Fig. 1: run 1, sequential cells grouped by signal name
Scale: 4 px per um. Other sequential cells in the stronger gray, the rest of the logic in the fainter gray.
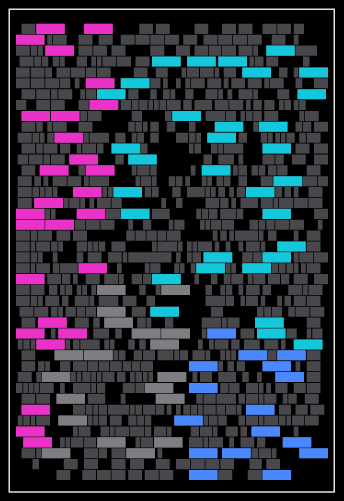
Fig. 2: run 1, met1 routing
Scale: 4 px per um. Supply wires on this layer in gray. Cells faint in the background.
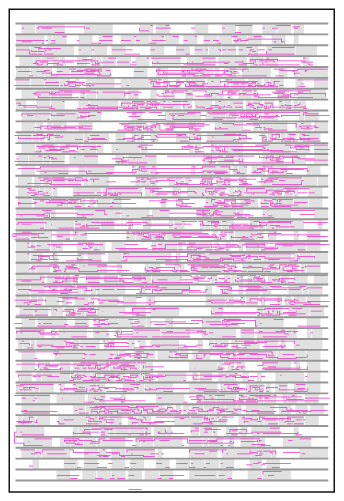
Fig. 3: run 1, congestion heat map
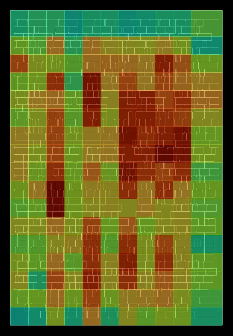
==> config.mk <==
export PLATFORM = sky130hd
export DESIGN_NAME = alu_instr_encoder_flat
export DESIGN_NICKNAME = d
export VERILOG_FILES = /design/src/rtl/alu_instr_encoder_if.sv /design/src/rtl/alu_instr_encoder.sv /design/src/flat_wrapper.sv
export SDC_FILE = /design/constraint.sdc
export NUM_CORES = 1
export LEC_CHECK = 0
export CAP_MARGIN = 20
export CORE_ASPECT_RATIO = 1.5
export CORE_UTILIZATION = 50
export CTS_BUF_LIST = sky130_fd_sc_hd__clkbuf_2 sky130_fd_sc_hd__clkbuf_4 sky130_fd_sc_hd__clkbuf_8
export CTS_CLUSTER_DIAMETER = 80
export DETAILED_ROUTE_END_ITERATION = 6
export GPL_TIMING_DRIVEN = 0
export PLACE_DENSITY_LB_ADDON = 0.25
export SKIP_LAST_GASP = 1
export SYNTH_ARGS = -nofsm -noshare
export SYNTH_HDL_FRONTEND = slang
export SYNTH_SLANG_ARGS = --single-unit
export TNS_END_PERCENT = 100
==> constraint.sdc <==
create_clock -name clk -period 5.1 [get_ports clk]
set_input_delay 1.02 -clock clk [delete_from_list [all_inputs] [get_ports clk]]
set_output_delay 1.02 -clock clk [all_outputs]
set_load 0.1 [all_outputs]
==> GITHUB_STEP_SUMMARY, run 1 <==
## Implementation flow summary

| Metric | Value |
|---|---|
| Reg power frac | 0.439 |
| Mapped Cells | 579 |
| Final HPWL DP | 11110 um |
| Well Taps | 110 |
| # nets final | 825 |
| Most frequent logic cell in the layout | clkdlybuf4s50_1 |
| Fmax | 241.6 MHz |
| Tcrit/Tclk final | 0.8114 |
| Max FFs per register | 32 |
| Endpoints failing hold | 0 |
| Syn. warnings | 0 |
| RePlAce Congestion | 0.9658 |
| Clock Power Share | 0.286 |
| Max-area cell class | combinational gates |
| Worst Path Arrival | 3.12 ns |
| Clk sinks | 94 |
| Final instance area | 0.006641 mm^2 |
| Fp_density | 0.5224 |
| DRT Pass-1 Iters | 5 |
| Data buffer area share | 0.2720 |
| Latency at later pin | 0.37 ns |
| Top_reg_cell synth | dfxtp_1 |
| Synthesized area | 0.004667 mm^2 |
| Worst Path Buf+Inv | 2 |
| Vias per inst | 5.748 |
| Vert. Die Dim | 120.3 um |
| Cell Pwr Density | 274.8 mW/mm^2 |
| Worst-path cell chain | clkdlybuf4s50_1 -> nor2_1 -> clkdlybuf4s50_1 |
| Reg clk slew, reported paths | 0.09 ns |
| H-Tree Depth | 3 |
| Area after DPL | 0.006434 mm^2 |
| Number of antenna repair diodes | 0 |
| Clock buffer depth | 2 |
| Root buffer cell | clkbuf_8 |
| Outcome | finished, final reports clean |
| Multi-input gates | 445 |
| Biggest cell delay along the critical path | 1.23 ns |
| Peak VDD IR | 213.6 uV |
| Clock buf/inv share | 0.03127 |
| Slew HR | 0.3229 |
| Logic area | 0.002596 mm^2 |
| Inverters | 3 |
| RSZ-0062 raised after global routing | false |
| Final setup viols | 0 |
| Critical Path Most Common Cell | clkdlybuf4s50_1 |
| Pint | 1.155 mW |
| Type of destination of the critical path | output port |
| Post-cts resize count | 0 |
| Cts bufs inserted | 9 |
## Picture notes: Fig. 1
[blue] u_core.written_count | sequential cells: 16 | where: lower right
[cyan] u_core.bus.mem_addr | sequential cells: 32
[magenta] u_core.bus.mem_wdata | sequential cells: 27
not colored: 19
sequential share of cell area: 0.2833
P_seq: 0.801 mW
fin util: 0.7434

## Picture notes: Fig. 2
share of all routed wire: 38%
longest straight run: 25.3 um
nets with wire on the layer: 726
routed vias: 4995
final WL: 14700 um
M1 GR Usage: 0.3327

## Picture notes: Fig. 3
Total GRT Usage: 0.3057
most crowded layer after global routing: met2
WL/cell: 16.91 um

==> run 1: per-stage QoR <==
step	worst slack (ns)	hold slack, ns
5_1_grt	0.9233	0.4759
3_5_place_dp	0.9932	0.4461
4_1_cts	0.9824	0.4608
6_report	0.9616	0.4611
3_3_place_gp	1.007	0.4382
2_1_floorplan	1.481	0.7631
==> run 1: worst reg2reg max path, cell delays in order (launching register included) <==
cell and delay, ns:
dfxtp_1 0.35, buf_4 0.17, nand4_1 0.15, or2_4 0.33, or4_1 0.55, mux2i_1 0.13, a2111oi_1 0.38
==> run 1: kinds of logic after synthesis <==
group / share of synthesized area
adder cells (fa/ha/maj): 0.008044
AND-OR/OR-AND: 0.1528
buffers and inverters: 0.04209
AND/OR/NAND/NOR: 0.2997
flip-flops: 0.4032
other: 0.0008035
XOR/XNOR: 0.05442
multiplexers: 0.03887
==> run 1: cells in the mapped netlist (all sizes together), types with 8 or more instances <==
master  instances  area share
nor2           75       0.060
nand3          29       0.032
buf            14       0.020
o21ai          13       0.014
xor2           15       0.028
a21oi          44       0.047
xnor2          14       0.026
nor3           12       0.015
a211oi         13       0.021
nand4          22       0.031
and3           13       0.017
nand2          87       0.070
clkbuf         25       0.020
mux2i          17       0.036
nor4            8       0.013
dfxtp          94        0.40
==> run 1: layer usage <==
layer	track usage	wire [um]	part of all wire	up-vias
met5	0	0	0	-
met4	0.1484	450	0.031	0
met2	0.5352	7565	0.51	226
met3	0.07849	1108	0.075	38
li1	-	-	-	2404
met1	0.3327	5573	0.38	2327
==> run 1: power by group through the flow <==
stage	Clock (mW)	Sequential (mW)	Combinational (mW)
floorplan	0	1.03	0.129
global placement	0	0.815	0.495
detailed placement	0	0.817	0.499
CTS	0.526	0.800	0.501
global route	0.556	0.805	0.524
finish	0.522	0.801	0.502
## Run 2: what changed since run 1
CORE_UTILIZATION = 47   (was 50)
clock period = 4.2 ns   (was 5.1 ns; I/O delays follow)
Fig. 4: run 2, metal layers overlaid
Scale: 4 px per um. Two of the layers only.
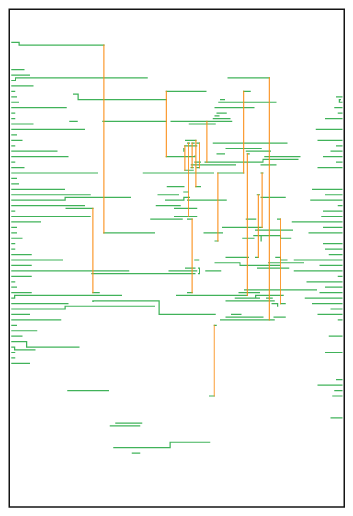
[green] metal 3 | wire length: 1320 um
[orange] metal 4 | wire length: 362 um
final WL: 14570 um
routed vias: 5102
Total GRT Usage: 0.2796
WL/cell: 16.69 um

Fig. 5: run 2, the metal 4 layer
Scale: 4 px per um. Supply wires on this layer in gray.
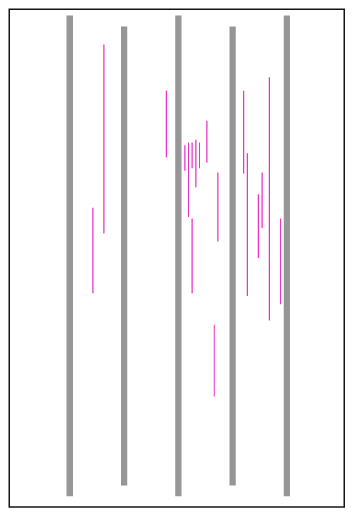
main direction: vertical
share of all routed wire: 2.5%
nets with wire on the layer: 16
longest straight run: 60.5 um
wire length on this layer: 362 um

==> run 2 against run 1 <==
Synthesized area unchanged. Utilization decreased by 5.4 points. Global-route usage decreased by 2.6 points. Critical endpoint unchanged. Largest cell class unchanged. Highest routed layer unchanged.
==> GITHUB_STEP_SUMMARY, run 2 <==
## Implementation flow summary

| Metric | Value |
|---|---|
| Top cells by area | dfxtp_1, nand2_1, nor2_1 |
| Final setup viols | 0 (unchanged) |
| Max FFs per register | 32 (unchanged) |
| Worst hold margin | 0.4558 ns (-0.005362 ns) |
| Most frequent cells in the layout | clkdlybuf4s50_1, dfxtp_1, nand2_1, nor2_1, a21oi_1 |
| Commonest cells post-synth | dfxtp_1, nand2_1, nor2_1 |
| Final instance area | 0.006684 mm^2 (+0.64%) |
| Vias per inst | 5.844 (+1.7%) |
| Area after DPL | 0.006440 mm^2 (about the same) |
| Tcrit/Tclk final | 0.9075 |
| Vias in the first global route | 4852 |
| Clock Skews | 0.008243 ns |
| Top-area cell type share of the netlist area | 0.4032 (unchanged) |
| Biggest cell delay along the critical path | 1.21 ns (-0.02 ns) |
| Pint | 1.518 mW (+31%) |
| Full die area | 0.01034 mm^2 |
| Yosys reg bits | 94 |
| Reg power frac | 0.419 (-0.020) |
| Peak VDD IR | 270.4 uV (+27%) |
| Area leader, netlist | dfxtp_1 |
| Worst-path cell chain | clkdlybuf4s50_1 -> nor2_1 -> clkdlybuf4s50_1 |
| RSZ-0062 raised after global routing | false |
| Final Non-Filler Cells | 873 |
| Clk sinks | 94 (unchanged) |
| RePlAce Congestion | 0.9322 (-3.5%) |
| Reg clk slew, reported paths | 0.09 ns (about the same) |
| Number of antenna repair diodes | 0 (unchanged) |
| H-Tree Depth | 3 (unchanged) |
| Final HPWL DP | 11000 um (-0.99%) |
| Ports | 167 |
| Worst Path Arrival | 2.97 ns (-0.15 ns) |
| Latency at later pin | 0.37 ns (about the same) |
| Mapped Cells | 579 (unchanged) |
| Clock buffer depth | 2 (unchanged) |
| Cts bufs inserted | 9 (unchanged) |
| Type of destination of the critical path | output port |
| Core footprint | 0.009689 mm^2 |
| Vert. Die Dim | 124.0 um (+3.1%) |
| Slew Limit Fails | 0 |
| Synthesized area | 0.004667 mm^2 (unchanged) |
| Most frequent logic cell in the layout | clkdlybuf4s50_1 |
| Slowest cell on crit path | clkdlybuf4s50_1 |
| Fmax | 262.4 MHz |
| Layout cells sized above 1 | 0.05409 |
| Root buffer cell | clkbuf_8 |
| Critical path required time | 3.36 ns |
| Critical Path Most Common Cell | clkdlybuf4s50_1 |
| Top_reg_cell synth | dfxtp_1 |
| Cell Pwr Density | 347.1 mW/mm^2 (+26%) |
| Unique cell types | 57 |
| Clock Power Share | 0.318 (+0.032) |
| Syn. warnings | 0 (unchanged) |
| # nets final | 825 (unchanged) |
| Post-cts resize count | 0 (unchanged) |
| Max cap viols | 0 |
| Final ANT Viol Nets | 0 |
| Endpoints failing hold | 0 (unchanged) |
| Outcome | finished, final reports clean |
| Chip area in the Yosys report | 0.004667 mm^2 |
| Largest net degree at the start of global routing | 16 |
| Slew HR | 0.3236 (+0.0006850) |
| CP Class | in -> out |
| Number of enable flip-flop cells | 0 |
| Synth top cell by count | dfxtp_1 |
| DRT Pass-1 Iters | 7 (+2) |
| Final min period | 3.812 ns |
| Hold/Removal Path Class | reg -> reg |
| Logic area | 0.002596 mm^2 (unchanged) |
| Psw | 0.8023 mW |
| Fp_density | 0.4817 (-0.04075) |
| Cell count after placement | 858 |
-- run 2: layout make-up --
class / count / area share
clock inverter: 5 / 0.01591
timing repair buffer: 162 / 0.2426
clock buffer: 10 / 0.02059
multi-input combinational: 445 / 0.3884
inverter: 3 / 0.001685
sequential: 94 / 0.2815
buffer: 39 / 0.02771
tap: 115 / 0.02153
-- run 2: power groups by stage --
| stage | clock network (mW) | logic [mW] | registers [mW] |
|---|---|---|---|
| 2_1_floorplan | 0 | 0.156 | 1.25 |
| 3_3_place_gp | 0 | 0.601 | 0.989 |
| 3_5_place_dp | 0 | 0.607 | 0.991 |
| 4_1_cts | 0.749 | 0.609 | 0.970 |
| 5_1_grt | 0.786 | 0.637 | 0.977 |
| 6_report | 0.738 | 0.609 | 0.973 |
-- run 2: metrics by stage --
step / setup WS, ns / utilization
after floorplan: 0.7615 / -
after CTS: 0.4203 / 0.6898
after global placement: 0.4330 / 0.6646
final: 0.3883 / 0.6898
after global routing: 0.3674 / 0.6898
after detailed placement: 0.4320 / 0.6646
-- run 2: layer usage --
layer  GRT usage  part of all wire
met3     0.08549             0.090
met4      0.1304             0.025
met1      0.3012              0.37
met5           0                 0
met2      0.5020              0.51
-- run 2: worst max-delay path, delay by kind of cell --
family | cells | cell delay (ns)
and+or+nand+nor | 1 | 0.35
buffers and inverters | 2 | 1.78
-- run 2: logic make-up (layout without fill, tap and decap cells) --
group	Yosys count	after routing	share of synthesized area
AND/OR/NAND/NOR	283	283	0.2997
AND-OR/OR-AND	109	109	0.1528
flip-flops	94	94	0.4032
buffers and inverters	42	219	0.04209
XOR/XNOR	29	29	0.05442
multiplexers	18	18	0.03887
adder cells (fa/ha/maj)	3	3	0.008044
other	1	3	0.0008035
Power figures rest on the tool's default switching activity, not on a simulated workload.
